===== src/rtl/params_pkg.sv =====
// Shared widths, state encoding and types for the instruction fetch front end.
package params_pkg;

    localparam int ADDR_WIDTH = 32;
    localparam int DATA_WIDTH = 32;
    localparam int PC_INCR    = 4;

    typedef logic [DATA_WIDTH-1:0] instruction_t;

    typedef enum logic [1:0] {
        S_REQ  = 2'd0,
        S_WAIT = 2'd1,
        S_HOLD = 2'd2
    } fetch_state_e;

endpackage


===== src/rtl/fetch_hold_buffer.sv =====
// One-entry {pc, instruction} skid register used when a response lands while
// decode is stalled on a valid output.
module fetch_hold_buffer #(
    parameter int ADDR_WIDTH = params_pkg::ADDR_WIDTH
) (
    input  logic                     clk_i,
    input  logic                     rst_i,
    input  logic                     push_i,
    input  logic                     pop_i,
    input  logic                     flush_i,
    input  logic [ADDR_WIDTH-1:0]    pc_i,
    input  params_pkg::instruction_t instr_i,
    output logic                     valid_o,
    output logic [ADDR_WIDTH-1:0]    pc_o,
    output params_pkg::instruction_t instr_o
);
    import params_pkg::*;

    logic                  valid_q, valid_d;
    logic [ADDR_WIDTH-1:0] pc_q, pc_d;
    instruction_t          instr_q, instr_d;

    // Flush wins over a simultaneous push so a redirect never leaves stale data.
    always_comb begin
        valid_d = valid_q;
        pc_d    = pc_q;
        instr_d = instr_q;
        if (flush_i) begin
            valid_d = 1'b0;
        end else if (push_i) begin
            valid_d = 1'b1;
            pc_d    = pc_i;
            instr_d = instr_i;
        end else if (pop_i) begin
            valid_d = 1'b0;
        end
    end

    always_ff @(posedge clk_i or posedge rst_i) begin
        if (rst_i) begin
            valid_q <= 1'b0;
            pc_q    <= '0;
            instr_q <= '0;
        end else begin
            valid_q <= valid_d;
            pc_q    <= pc_d;
            instr_q <= instr_d;
        end
    end

    assign valid_o = valid_q;
    assign pc_o    = pc_q;
    assign instr_o = instr_q;

endmodule


===== src/rtl/fetch_stage.sv =====
// Instruction fetch front end: owns the PC, keeps one imem read in flight and
// presents {valid, pc, instruction} to decode, with stall and redirect support.
module fetch_stage #(
    parameter int                    ADDR_WIDTH = params_pkg::ADDR_WIDTH,
    parameter int                    DATA_WIDTH = params_pkg::DATA_WIDTH,
    parameter logic [ADDR_WIDTH-1:0] RESET_PC   = '0
) (
    input  logic                     clk_i,
    input  logic                     rst_i,
    input  logic                     stall_i,
    input  logic                     branch_taken_i,
    input  logic                     is_jump_i,
    input  logic [ADDR_WIDTH-1:0]    redirect_pc_i,
    output logic                     imem_req_o,
    output logic [ADDR_WIDTH-1:0]    imem_addr_o,
    input  logic                     imem_gnt_i,
    input  logic                     imem_rvalid_i,
    input  logic [DATA_WIDTH-1:0]    imem_rdata_i,
    output logic                     valid_o,
    output logic [ADDR_WIDTH-1:0]    pc_o,
    output params_pkg::instruction_t instruction_o
);
    import params_pkg::*;

    localparam logic [ADDR_WIDTH-1:0] PC_STEP = ADDR_WIDTH'(PC_INCR);

    fetch_state_e          state_q, state_d;
    logic [ADDR_WIDTH-1:0] pc_q, pc_d;
    logic [ADDR_WIDTH-1:0] req_pc_q, req_pc_d;
    logic                  drop_q, drop_d;
    logic                  req_en_q, req_en_d;
    logic                  valid_q, valid_d;
    logic [ADDR_WIDTH-1:0] pc_out_q, pc_out_d;
    instruction_t          instr_q, instr_d;

    logic                  redirect;
    logic [ADDR_WIDTH-1:0] redirect_pc;
    logic                  req;
    logic                  gnt;
    logic                  out_free;
    instruction_t          rdata;

    logic                  hold_push, hold_pop, hold_flush;
    logic                  hold_valid;
    logic [ADDR_WIDTH-1:0] hold_pc;
    instruction_t          hold_instr;

    assign redirect    = branch_taken_i | is_jump_i;
    assign redirect_pc = {redirect_pc_i[ADDR_WIDTH-1:2], 2'b00};
    // req_en_q keeps the request low for the first cycle out of reset.
    assign req         = req_en_q && (state_q == S_REQ);
    assign gnt         = req && imem_gnt_i;
    assign out_free    = !stall_i || !valid_q;
    assign rdata       = instruction_t'(imem_rdata_i);

    fetch_hold_buffer #(
        .ADDR_WIDTH (ADDR_WIDTH)
    ) u_hold (
        .clk_i   (clk_i),
        .rst_i   (rst_i),
        .push_i  (hold_push),
        .pop_i   (hold_pop),
        .flush_i (hold_flush),
        .pc_i    (req_pc_q),
        .instr_i (rdata),
        .valid_o (hold_valid),
        .pc_o    (hold_pc),
        .instr_o (hold_instr)
    );

    always_comb begin
        state_d    = state_q;
        pc_d       = pc_q;
        req_pc_d   = req_pc_q;
        drop_d     = drop_q;
        req_en_d   = 1'b1;
        valid_d    = valid_q;
        pc_out_d   = pc_out_q;
        instr_d    = instr_q;
        hold_push  = 1'b0;
        hold_pop   = 1'b0;
        hold_flush = 1'b0;

        // A consumed instruction with nothing behind it leaves a bubble.
        if (!stall_i) begin
            valid_d = 1'b0;
        end

        case (state_q)
            S_REQ: begin
                if (gnt) begin
                    state_d  = S_WAIT;
                    req_pc_d = pc_q;
                    pc_d     = pc_q + PC_STEP;
                end
            end
            S_WAIT: begin
                if (imem_rvalid_i) begin
                    state_d = S_REQ;
                    if (drop_q) begin
                        drop_d = 1'b0;
                    end else if (out_free) begin
                        valid_d  = 1'b1;
                        pc_out_d = req_pc_q;
                        instr_d  = rdata;
                    end else begin
                        hold_push = 1'b1;
                        state_d   = S_HOLD;
                    end
                end
            end
            S_HOLD: begin
                if (!stall_i && hold_valid) begin
                    hold_pop = 1'b1;
                    valid_d  = 1'b1;
                    pc_out_d = hold_pc;
                    instr_d  = hold_instr;
                    state_d  = S_REQ;
                end
            end
            default: state_d = S_REQ;
        endcase

        // Redirect overrides stall and every transition above.
        if (redirect) begin
            valid_d    = 1'b0;
            pc_out_d   = pc_out_q;
            instr_d    = instr_q;
            pc_d       = redirect_pc;
            hold_push  = 1'b0;
            hold_pop   = 1'b0;
            hold_flush = 1'b1;
            case (state_q)
                S_REQ: begin
                    if (gnt) begin
                        drop_d  = 1'b1;
                        state_d = S_WAIT;
                    end else begin
                        state_d = S_REQ;
                    end
                end
                S_WAIT: begin
                    if (imem_rvalid_i) begin
                        drop_d  = 1'b0;
                        state_d = S_REQ;
                    end else begin
                        drop_d  = 1'b1;
                        state_d = S_WAIT;
                    end
                end
                default: state_d = S_REQ;
            endcase
        end
    end

    always_ff @(posedge clk_i or posedge rst_i) begin
        if (rst_i) begin
            state_q  <= S_REQ;
            pc_q     <= RESET_PC;
            req_pc_q <= RESET_PC;
            drop_q   <= 1'b0;
            req_en_q <= 1'b0;
            valid_q  <= 1'b0;
            pc_out_q <= '0;
            instr_q  <= '0;
        end else begin
            state_q  <= state_d;
            pc_q     <= pc_d;
            req_pc_q <= req_pc_d;
            drop_q   <= drop_d;
            req_en_q <= req_en_d;
            valid_q  <= valid_d;
            pc_out_q <= pc_out_d;
            instr_q  <= instr_d;
        end
    end

    assign imem_req_o    = req;
    assign imem_addr_o   = pc_q;
    assign valid_o       = valid_q;
    assign pc_o          = pc_out_q;
    assign instruction_o = instr_q;

endmodule


===== config.mk =====
export PLATFORM = sky130hd
export DESIGN_NAME = fetch_stage
export DESIGN_NICKNAME = d
export VERILOG_FILES = /design/src/rtl/params_pkg.sv /design/src/rtl/fetch_hold_buffer.sv /design/src/rtl/fetch_stage.sv
export SDC_FILE = /design/constraint.sdc
export NUM_CORES = 1
export LEC_CHECK = 0
export ABC_AREA = 0
export CAP_MARGIN = 20
export CELL_PAD_IN_SITES_DETAIL_PLACEMENT = 1
export CELL_PAD_IN_SITES_GLOBAL_PLACEMENT = 2
export CORE_UTILIZATION = 36
export DETAILED_ROUTE_END_ITERATION = 16
export GPL_TIMING_DRIVEN = 0
export PLACE_DENSITY = 0.95
export SYNTH_ARGS = -nofsm -noshare
export SYNTH_HDL_FRONTEND = slang
export SYNTH_HIERARCHICAL = 1
export SYNTH_SLANG_ARGS = --single-unit

===== constraint.sdc =====
create_clock -name clk_i -period 12.21 [get_ports clk_i]
set_input_delay 3.0525 -clock clk_i [delete_from_list [all_inputs] [get_ports clk_i]]
set_output_delay 3.0525 -clock clk_i [all_outputs]
set_load 0.03 [all_outputs]

==> images/congestion_map.png <==
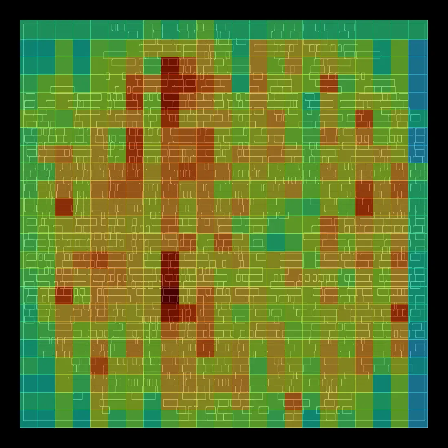
GR Layer Usage met1: 27.52%
drt wl/cell: 18.75 µm
M2 GR Usage: 33.41%
met3 Resource Use GR: 3.412%
utilization after layout: 47.86%

==> images/ff_map.png <==
Bar = 50 µm.
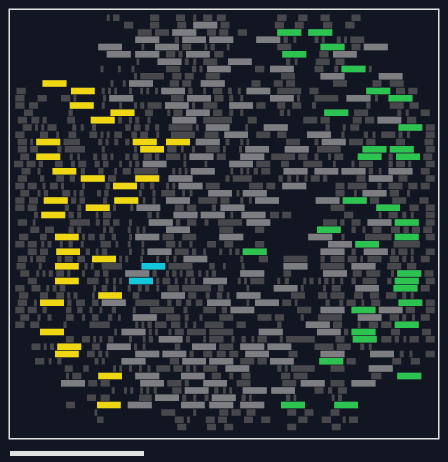
Cyan shows `state_q`, sequential cells 2. Green shows `instruction_o`, sequential cells 32. Yellow shows `imem_addr_o`, sequential cells 30.
Another 130 sequential cells are not coloured.

==> flow_summary.ini <==
; yosys + openroad results
[critical_path]
cp.required_ps = 12530
endpoint_kind = flip-flop
worstSetupStartpoint = is_jump_i
cp_slowest_cell = nor3_1
timing.rr.end = u_hold/valid_o$_DFFE_PP0P_
cp.depth = 9
critical_path_class = primary input to flip-flop
cp_slowest_stage_delay_ps = 450
crit_top_cell = buf_12
path_buffers = 5
cp-start-kind = primary input
cp-endpoint = u_hold/pc_o[19]$_DFFE_PP0P_
crit_chain = clkdlybuf4s50_1 -> nor2_1 -> clkinv_1 -> clkbuf_1 -> nor3_1 -> nor2b_4 -> buf_12 -> buf_12 -> mux2_4
r2r-start = state_q[0]$_DFFE_PP0P_
crit_family = buffers and inverters
crit_path_max_fanout = 11

[logic_synthesis]
simple_gate_share_pct = 13.97
ys_sh_adder_pct = 0.5618
synth-main-ff-cell = dfrtp_1
edf_count = 0
avgSynthCellArea_um2 = 11.19
aoi_share_pct = 6.475
yosys-top-cells-area = dfrtp_1, mux2_4, nand2_1
ys_seq_share_pct = 54.49
ys_cells = 796
xor_area_share_pct = 2.654
synth.distinct_cells = 48
synth.area.mux_share_pct = 17.70
netlist.top_cell.by_area = dfrtp_1
synth_flops = 194
synth-async-reset-ratio_pct = 100.0
most_common_cell = nand2_1
synthTopCellsByCount = nand2_1, dfrtp_1, o21ai_0, mux2i_1, mux2_4
synth.logic.top_family = multiplexers
syn_inst = 796

[final_layout]
sh_seq_area_pct = 41.71
clk_share_pct = 5.246
final_area_um2 = 11640
flop_area_um2 = 4855
nClkBuffers = 19
n_fill_cell = 2620
inv_count = 10
multi_input_comb_cells = 548
mostFrequentLayoutCells = nand2_1, dfrtp_1, clkdlybuf4s50_1
drive_above_1_share_pct = 13.14
antenna-diode-count = 0
num-nonclk-buffers = 213
flops = 194

[final_timing]
rsz0062_at_grt = false
hold_viol_final = 0
min_period_over_period_pct = 45.18
layout_setup_ws_ps = 6693
fin_setup_tns_ps = 0
fin_skew_ps = 14.12
drv_slew = 0
period_minus_slack_ps = 5517
max_freq_mhz = 181.3
setup-violations-final = 0
relSlewSlack_pct = 43.94
whs_ps = 480.0

[placement]
place_area_um2 = 11030
gp_congestion = 0.7510
place_ws_ps = 6296
io_buffers = 164
placedCellCount = 1289
place_hpwl_um = 17410

[route]
dr_wl_met2_um = 12030
firstDrtPassIters = 4
routed.top_layer = met4
drt_iter0_drc = 267
vias_per_cell = 4.948
drc = 0
final_antenna_net_count = 0
drt-met1-wl_um = 11580
wl_met3_um = 794
num_vias = 6536

[power_and_ir_drop]
comb_cell_power_w = 0.000694
p_leak_nw = 5.033
peakVddDrop_mv = 0.08188
pg_seq_w = 0.000880
swShare_pct = 35.54
clk-power_w = 0.000584
total_power_w = 0.002158
seq_power_share_pct = 40.8
p_switching_w = 0.0007670
power.internal_w = 0.001391

[worst_hold_path]
whs_endpoint = pc_o[6]$_DFFE_PP0P_
hold_depth = 2
hold_class = flip-flop to flip-flop
min_from = pc_o[6]$_DFFE_PP0P_

[clocking]
cts.sinks = 194
cts_buffers = 17
cts_tree = done
clock-root-buffer = clkbuf_16
cts.reportedPaths.clkPinSlew_ps = 70
postCtsSetupBuffers = 0
ctsHoldBuffers = 0
cts.htree.levels = 4
cts_buffer_depth = 2

[die]
io_pins = 169
tap_cells = 324
core_um2 = 24320
die_h_um = 159.3
dieArea_um2 = 25380
num_rows = 57
initial_core_util_pct = 36.63

[grt]
grt-busiest-layer = met2
grt_max_degree = 72
antenna_found_initial = 0
grt_pass1_vias = 7070
grt_first_pass_wirelength_um = 40120

[flow_run]
maxCapViolCount = 0
warnings = 30

[outcome]
run_status = complete, no violations
